[src/rtl/multicycle_alu.sv]
`timescale 1ns/1ps
// multicycle_alu: registered MIPS ALU; single-cycle ops plus iterative mul/div (ops 16-21).
// Latency: 1 cycle for single-cycle ops, WIDTH+2 cycles for every mul/div op.
// Backpressure: busy is high while a mul/div is in flight; start is ignored (not queued) while busy.
// Ports: clk/rst_n (async active-low); start/flush/ctrl/data_in_A/data_in_B in;
//        data_out (registered result), zero (data_out == 0), busy, done (one-cycle pulse) out.
module multicycle_alu #(
    parameter int WIDTH = 16,
    parameter int SHW   = $clog2(WIDTH)
) (
    input  logic             clk,
    input  logic             rst_n,
    input  logic             start,
    input  logic             flush,
    input  logic [4:0]       ctrl,
    input  logic [WIDTH-1:0] data_in_A,
    input  logic [WIDTH-1:0] data_in_B,
    output logic [WIDTH-1:0] data_out,
    output logic             zero,
    output logic             busy,
    output logic             done
);

    typedef enum logic [1:0] {
        IDLE = 2'd0,
        CALC = 2'd1,
        FIX  = 2'd2
    } state_t;

    // CALC spends WIDTH arithmetic steps plus one idle step (count == STEPS)
    // so every iterative op completes exactly WIDTH+2 cycles after acceptance.
    localparam logic [SHW:0] STEPS = (SHW+1)'(WIDTH);

    state_t           state, state_nx;
    logic [SHW:0]     count;
    logic [4:0]       op;
    logic [WIDTH-1:0] acc_hi;     // mul: running high half; div: partial remainder
    logic [WIDTH-1:0] acc_lo;     // mul: multiplier/low half; div: dividend/quotient
    logic [WIDTH-1:0] opnd;       // mul: multiplicand; div: divisor magnitude
    logic [WIDTH-1:0] a_orig;     // dividend as issued, returned as remainder on divide by zero
    logic             a_neg, b_neg, div_zero;

    logic             accept, is_multi, div_sig, is_mul_op;
    logic             load_out;
    logic [WIDTH-1:0] out_nx, alu_res, fix_res, q_sgn, r_sgn;
    logic [SHW-1:0]   shamt;
    logic             shift_big;
    logic [WIDTH:0]   mul_sum, div_shift, div_diff;

    assign busy = (state != IDLE);
    assign zero = (data_out == '0);

    assign accept    = (state == IDLE) && start;
    assign is_multi  = (ctrl >= 5'd16) && (ctrl <= 5'd21);
    assign div_sig   = (ctrl == 5'd20) || (ctrl == 5'd21);
    assign is_mul_op = (op == 5'd16) || (op == 5'd17);

    // Shifts use the whole of A: any amount >= WIDTH saturates.
    assign shamt     = data_in_A[SHW-1:0];
    assign shift_big = |data_in_A[WIDTH-1:SHW];

    always_comb begin
        alu_res = '0;
        case (ctrl)
            5'd0:  alu_res = data_in_A;
            5'd1:  alu_res = data_in_B;
            5'd2:  alu_res = data_in_A + data_in_B;
            5'd3:  alu_res = data_in_A - data_in_B;
            5'd4:  alu_res = data_in_A & data_in_B;
            5'd5:  alu_res = data_in_A | data_in_B;
            5'd6:  alu_res = ~data_in_A;
            5'd7:  alu_res = data_in_A ^ data_in_B;
            5'd8:  alu_res = {{(WIDTH-1){1'b0}}, data_in_A != data_in_B};
            5'd9:  alu_res = shift_big ? '0 : (data_in_B << shamt);
            5'd10: alu_res = shift_big ? '0 : (data_in_B >> shamt);
            5'd11: alu_res = shift_big ? {WIDTH{data_in_B[WIDTH-1]}}
                                       : $unsigned($signed(data_in_B) >>> shamt);
            5'd12: alu_res = {{(WIDTH-1){1'b0}}, data_in_A < data_in_B};
            5'd13: alu_res = {{(WIDTH-1){1'b0}}, $signed(data_in_A) < $signed(data_in_B)};
            default: alu_res = '0;
        endcase
    end

    // One iteration of shift-add multiply / restoring divide.
    // div_diff[WIDTH] set means the trial subtraction went negative.
    always_comb begin
        mul_sum   = {1'b0, acc_hi} + (acc_lo[0] ? {1'b0, opnd} : '0);
        div_shift = {acc_hi, acc_lo[WIDTH-1]};
        div_diff  = div_shift - {1'b0, opnd};
    end

    // Sign correction and special cases. Signed overflow (min / -1) needs no
    // special path: |min| / 1 gives min with remainder 0 and both signs cancel.
    always_comb begin
        q_sgn   = (a_neg ^ b_neg) ? -acc_lo : acc_lo;
        r_sgn   = a_neg ? -acc_hi : acc_hi;
        fix_res = '0;
        case (op)
            5'd16: fix_res = acc_lo;
            5'd17: fix_res = acc_hi;
            5'd18: fix_res = div_zero ? '1     : acc_lo;
            5'd19: fix_res = div_zero ? a_orig : acc_hi;
            5'd20: fix_res = div_zero ? '1     : q_sgn;
            5'd21: fix_res = div_zero ? a_orig : r_sgn;
            default: fix_res = '0;
        endcase
    end

    always_comb begin
        state_nx = state;
        load_out = 1'b0;
        out_nx   = alu_res;
        case (state)
            IDLE: begin
                // flush has no effect here; a coincident start is accepted
                if (start) begin
                    if (is_multi) begin
                        state_nx = CALC;
                    end else begin
                        load_out = 1'b1;
                        out_nx   = alu_res;
                    end
                end
            end
            CALC: begin
                if (flush)               state_nx = IDLE;
                else if (count == STEPS) state_nx = FIX;
            end
            FIX: begin
                state_nx = IDLE;
                if (!flush) begin
                    load_out = 1'b1;
                    out_nx   = fix_res;
                end
            end
            default: state_nx = IDLE;
        endcase
    end

    always_ff @(posedge clk or negedge rst_n) begin
        if (!rst_n) state <= IDLE;
        else        state <= state_nx;
    end

    always_ff @(posedge clk or negedge rst_n) begin
        if (!rst_n) begin
            data_out <= '0;
            done     <= 1'b0;
            count    <= '0;
            op       <= '0;
            acc_hi   <= '0;
            acc_lo   <= '0;
            opnd     <= '0;
            a_orig   <= '0;
            a_neg    <= 1'b0;
            b_neg    <= 1'b0;
            div_zero <= 1'b0;
        end else begin
            done <= load_out;
            if (load_out) data_out <= out_nx;

            if (accept && is_multi) begin
                op       <= ctrl;
                count    <= '0;
                a_orig   <= data_in_A;
                a_neg    <= div_sig && data_in_A[WIDTH-1];
                b_neg    <= div_sig && data_in_B[WIDTH-1];
                div_zero <= (data_in_B == '0);
                acc_hi   <= '0;
                if ((ctrl == 5'd16) || (ctrl == 5'd17)) begin
                    acc_lo <= data_in_B;
                    opnd   <= data_in_A;
                end else begin
                    acc_lo <= (div_sig && data_in_A[WIDTH-1]) ? -data_in_A : data_in_A;
                    opnd   <= (div_sig && data_in_B[WIDTH-1]) ? -data_in_B : data_in_B;
                end
            end else if (state == CALC) begin
                count <= count + 1'b1;
                if (count != STEPS) begin
                    if (is_mul_op) begin
                        acc_hi <= mul_sum[WIDTH:1];
                        acc_lo <= {mul_sum[0], acc_lo[WIDTH-1:1]};
                    end else if (!div_diff[WIDTH]) begin
                        acc_hi <= div_diff[WIDTH-1:0];
                        acc_lo <= {acc_lo[WIDTH-2:0], 1'b1};
                    end else begin
                        acc_hi <= div_shift[WIDTH-1:0];
                        acc_lo <= {acc_lo[WIDTH-2:0], 1'b0};
                    end
                end
            end
        end
    end

endmodule

[config.mk]
export PLATFORM = sky130hd
export DESIGN_NAME = multicycle_alu
export DESIGN_NICKNAME = d
export VERILOG_FILES = /design/src/rtl/multicycle_alu.sv
export SDC_FILE = /design/constraint.sdc
export NUM_CORES = 1
export LEC_CHECK = 0
export CAP_MARGIN = 0
export CORE_ASPECT_RATIO = 1.1
export CORE_MARGIN = 10
export CORE_UTILIZATION = 65
export CTS_CLUSTER_SIZE = 16
export DETAILED_ROUTE_END_ITERATION = 7
export HOLD_SLACK_MARGIN = 0.05
export PLACE_DENSITY = 0.85
export SYNTH_ARGS = -nofsm -noshare
export SYNTH_HDL_FRONTEND = slang
export SYNTH_SLANG_ARGS = --single-unit
export TNS_END_PERCENT = 20
[constraint.sdc]
create_clock -name clk -period 7.3 [get_ports clk]
set_clock_uncertainty 0.15 [all_clocks]
set_input_delay 0.73 -clock clk [delete_from_list [all_inputs] [get_ports clk]]
set_output_delay 0.73 -clock clk [all_outputs]
set_load 0.03 [all_outputs]
Clock routing:
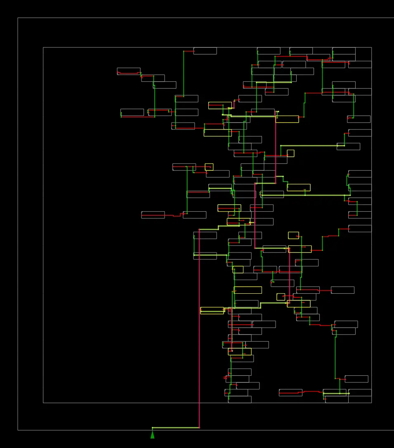
clk latency late pin: 0.37 ns
Clock Buffer Count: 9
FFs & Latches: 96
TritonCTS Buffers: 9

Wire density map:
30 x 33 tiles, from white (low) to dark blue (high), scaled to the fullest tile. Values are wire area over tile area, all layers added.
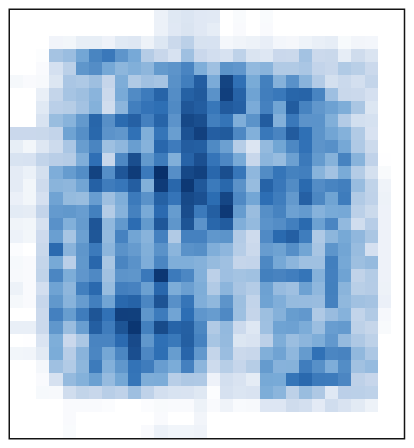
tiles over half the peak	36%
densest ninth of the die	centre
fullest tile	0.98
via count: 14026
DRT Wirelength: 49.42 mm
GRT Util Overall: 38.72%

==> results_slide.txt <==
Physical Implementation Snapshot

Run status
  – Status: complete, no violations

Logic synthesis
  – # Cells Yosys: around 1700
  – Top cells by count: 187 x nand2_1, 160 x nor2_1, 157 x o21ai_0
  – Synth area leader: dfrtp_1
  – Post-Syn Nets: roughly 1800
  – Yosys top cell area share: 19.57%
  – Synth unique cells: between 80 and 90
  – Main flop type: dfrtp_1
  – Warnings, synthesis: 0
  – Async SR Flop Fraction: 100.0%
  – Syn_area_per_cell: between 7 and 8 sq um
  – Synthesis area per yosys: roughly 12000 sq um
  – Seq cells post-synth: about 96

Final timing
  – # setup viols final: 0
  – Fin crit share: just over 60%
  – Post-layout min period: between 4 and 5 ns
  – Worst Slack Setup Final: between 2 and 3 ns
  – Hold Violations, Final: 0
  – RSZ-0062 raised after global routing: false
  – Max-Slew Margin vs Limit: roughly 22%
  – Final Slew Violations: 0
  – Setup TNS: 0 ns
  – WHS: 0.08977 ns
  – Slew @ Worst Pin: roughly 1.2 ns
  – Maximum clock frequency: 220.7 MHz

Clock tree
  – Post-CTS Resized: 0
  – CTS Hold Bufs: 0
  – CTS tree: done
  – Post-CTS setup buffer count: 0
  – Clock buffer depth: 2
  – Clock root buffer: clkbuf_16
  – H-tree Lvls: 3
  – Clock sink total: ~96

Finish
  – NonClk Buf Share: between 5 and 6%
  – Count of plain and timing-repair buffers: roughly 84
  – ANT cells: 0
  – Signal inverters: approximately 76
  – Final net count: approximately 1800
  – Layout area overhead: 7.575%
  – Logic share of the area: 69.02%
  – Seq/total area: 18.20%
  – Largest area class, layout: logic gates
  – Reg area: 2402 sq um
  – Clock-cell share of area: approximately 2.5%
  – Number of fill cells: 1509
  – #MultiIn Comb: between 1000 and 1500
  – Comb area: about 9000 sq um
  – Design area: between 10000 and 15000 sq um

Setup path
  – CP startpoint: data_in_A[1]
  – Worst-path maximum fanout: 38
  – RR Endpoint: acc_hi[0]
  – CP Capture Type: flop
  – Worst endpoint data arrival time: about 4.6 ns
  – Worst path depth: 12
  – Bufs and invs on worst path: 3
  – Critical path type: primary input to flop
  – Origin of the critical flop-to-flop path: acc_lo[15]
  – Reg-to-reg slack, setup: 3.32 ns
  – Crit path DRT: 7.40 ns
  – Worst setup SP type: primary input
  – Worst R2R Path Depth: 12
  – Slowest stage cell, crit path: clkinv_1
  – Setup crit end: data_out[13]
  – CP top delay family: AND-OR/OR-AND gates

Floorplan
  – Starting Density: between 60 and 70%
  – Tap Cells: about 240
  – Row cnt: ~52
  – Core area: 18480 sq um
  – DIE HEIGHT: between 150 and 200 um
  – Die area: ~25000 sq um

Place
  – Number of port buffers: 59
  – Placed Area: roughly 13000 sq um
  – Place WS: approximately 2.5 ns
  – Routability congestion estimate: around 1.1
  – DP HPWL: 35.68 mm

Drt
  – Drt initial violations: ~2400
  – DR DRC count: 0
  – WL/cell: around 26 um
  – Initial DRT Pass Iterations: 8
  – Routed Antenna Nets: 0
  – Vias per cell: between 7 and 8

Flow run
  – Max_cap viols: 0
  – Tool warnings: between 60 and 70

Power
  – VDD IR max: 0.3790 mV
  – Sw power: 0.001779 W
  – Internal Power: approximately 0.0018 W
  – Lkg Pwr: approximately 5.6 nW
  – Sw frac: around half
  – Clock power frac: about 15%
  – Tot Pwr: 0.003612 W
  – Sequential share of power: 26.9%
  – Gate power share: between 50% and 60%

Global route
  – Initial antenna violation count: 0
  – Global-route wire length before repair: between 70 and 80 mm
  – Vias in the first global route: approximately 13000
  – Congestion Overflow GR: 0
  – Grt met3 use: around a tenth
  – Largest net degree at the start of global routing: between 70 and 80
  – Global route hottest layer: met2
  – Met2 GRT Util: around three fifths

Worst hold path
  – Hold Crit Class: primary input to asynchronous set/reset pin
Logic cells by family:
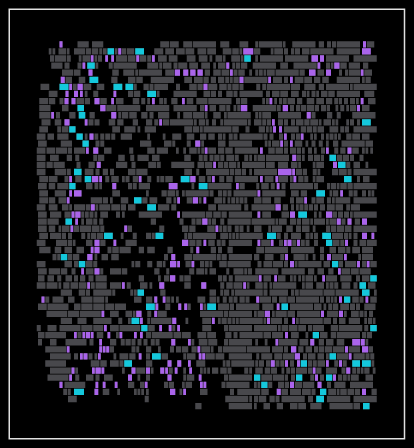
colour	family	cells	where
cyan	AND-OR and OR-AND gates	62	spread over the die
purple	NOR gates	250	spread over the die

Close-up of the layout:
Scale bar: 5 um. Window x 66 to 86, y 105 to 125 um. Cells in grey, sequential cells in the stronger grey; small squares are vias.
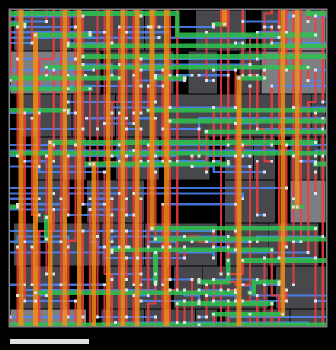
colour	layer
orange	met4
red	met2
green	met3
blue	met1
cells with their middle in the window	39
most frequent	nand2_1 (8), xnor2_1 (8)
sequential cells in the window	0

[per-stage QoR]
step / std cells / util [%]
2_1_floorplan: 1665 / -
3_3_place_gp: 1867 / 69.65
3_5_place_dp: 1867 / 69.65
4_1_cts: 1883 / 71.45
5_1_grt: 1883 / 71.45
6_report: 1883 / 71.45
[power by group through the flow]
| stage | sequential [W] | clock, W | combinational (W) |
|---|---|---|---|
| 6_report | 0.000971 | 0.000551 | 0.00209 |
| 3_3_place_gp | 0.000953 | 0 | 0.00192 |
| 4_1_cts | 0.000950 | 0.000547 | 0.00202 |
| 5_1_grt | 0.000984 | 0.000570 | 0.00225 |
| 2_1_floorplan | 0.000854 | 0 | 0.00153 |
| 3_5_place_dp | 0.000960 | 0 | 0.00200 |
[sequential cells by signal (all words and copies together), names as in the netlist]
| name | count |
|---|---|
| b_neg | 1 |
| done | 1 |
| acc_lo | 16 |
| acc_hi | 16 |
| state | 2 |
| data_out | 16 |
| a_orig | 16 |
| count | 5 |
| div_zero | 1 |
| a_neg | 1 |
| opnd | 16 |
| op | 5 |
[logic make-up (layout without fill, tap and decap cells)]
logic type | count (synthesis) | in the layout | synth area share [%]
AND-OR/OR-AND | 552 | 552 | 29.40
XOR/XNOR | 75 | 75 | 5.352
adder cells (fa/ha/maj) | 100 | 100 | 10.44
buffers and inverters | 201 | 176 | 6.300
flip-flops | 96 | 96 | 19.57
multiplexers | 59 | 59 | 6.382
AND/OR/NAND/NOR | 582 | 582 | 22.55
[metal layers]
layer  wire length (um)  up-vias
met1              17090     6438
li1                   -     6062
met2              21610     1194
met4               4225        0
met5                  0        -
met3               6499      332
Power is estimated from default activity; no workload was simulated.
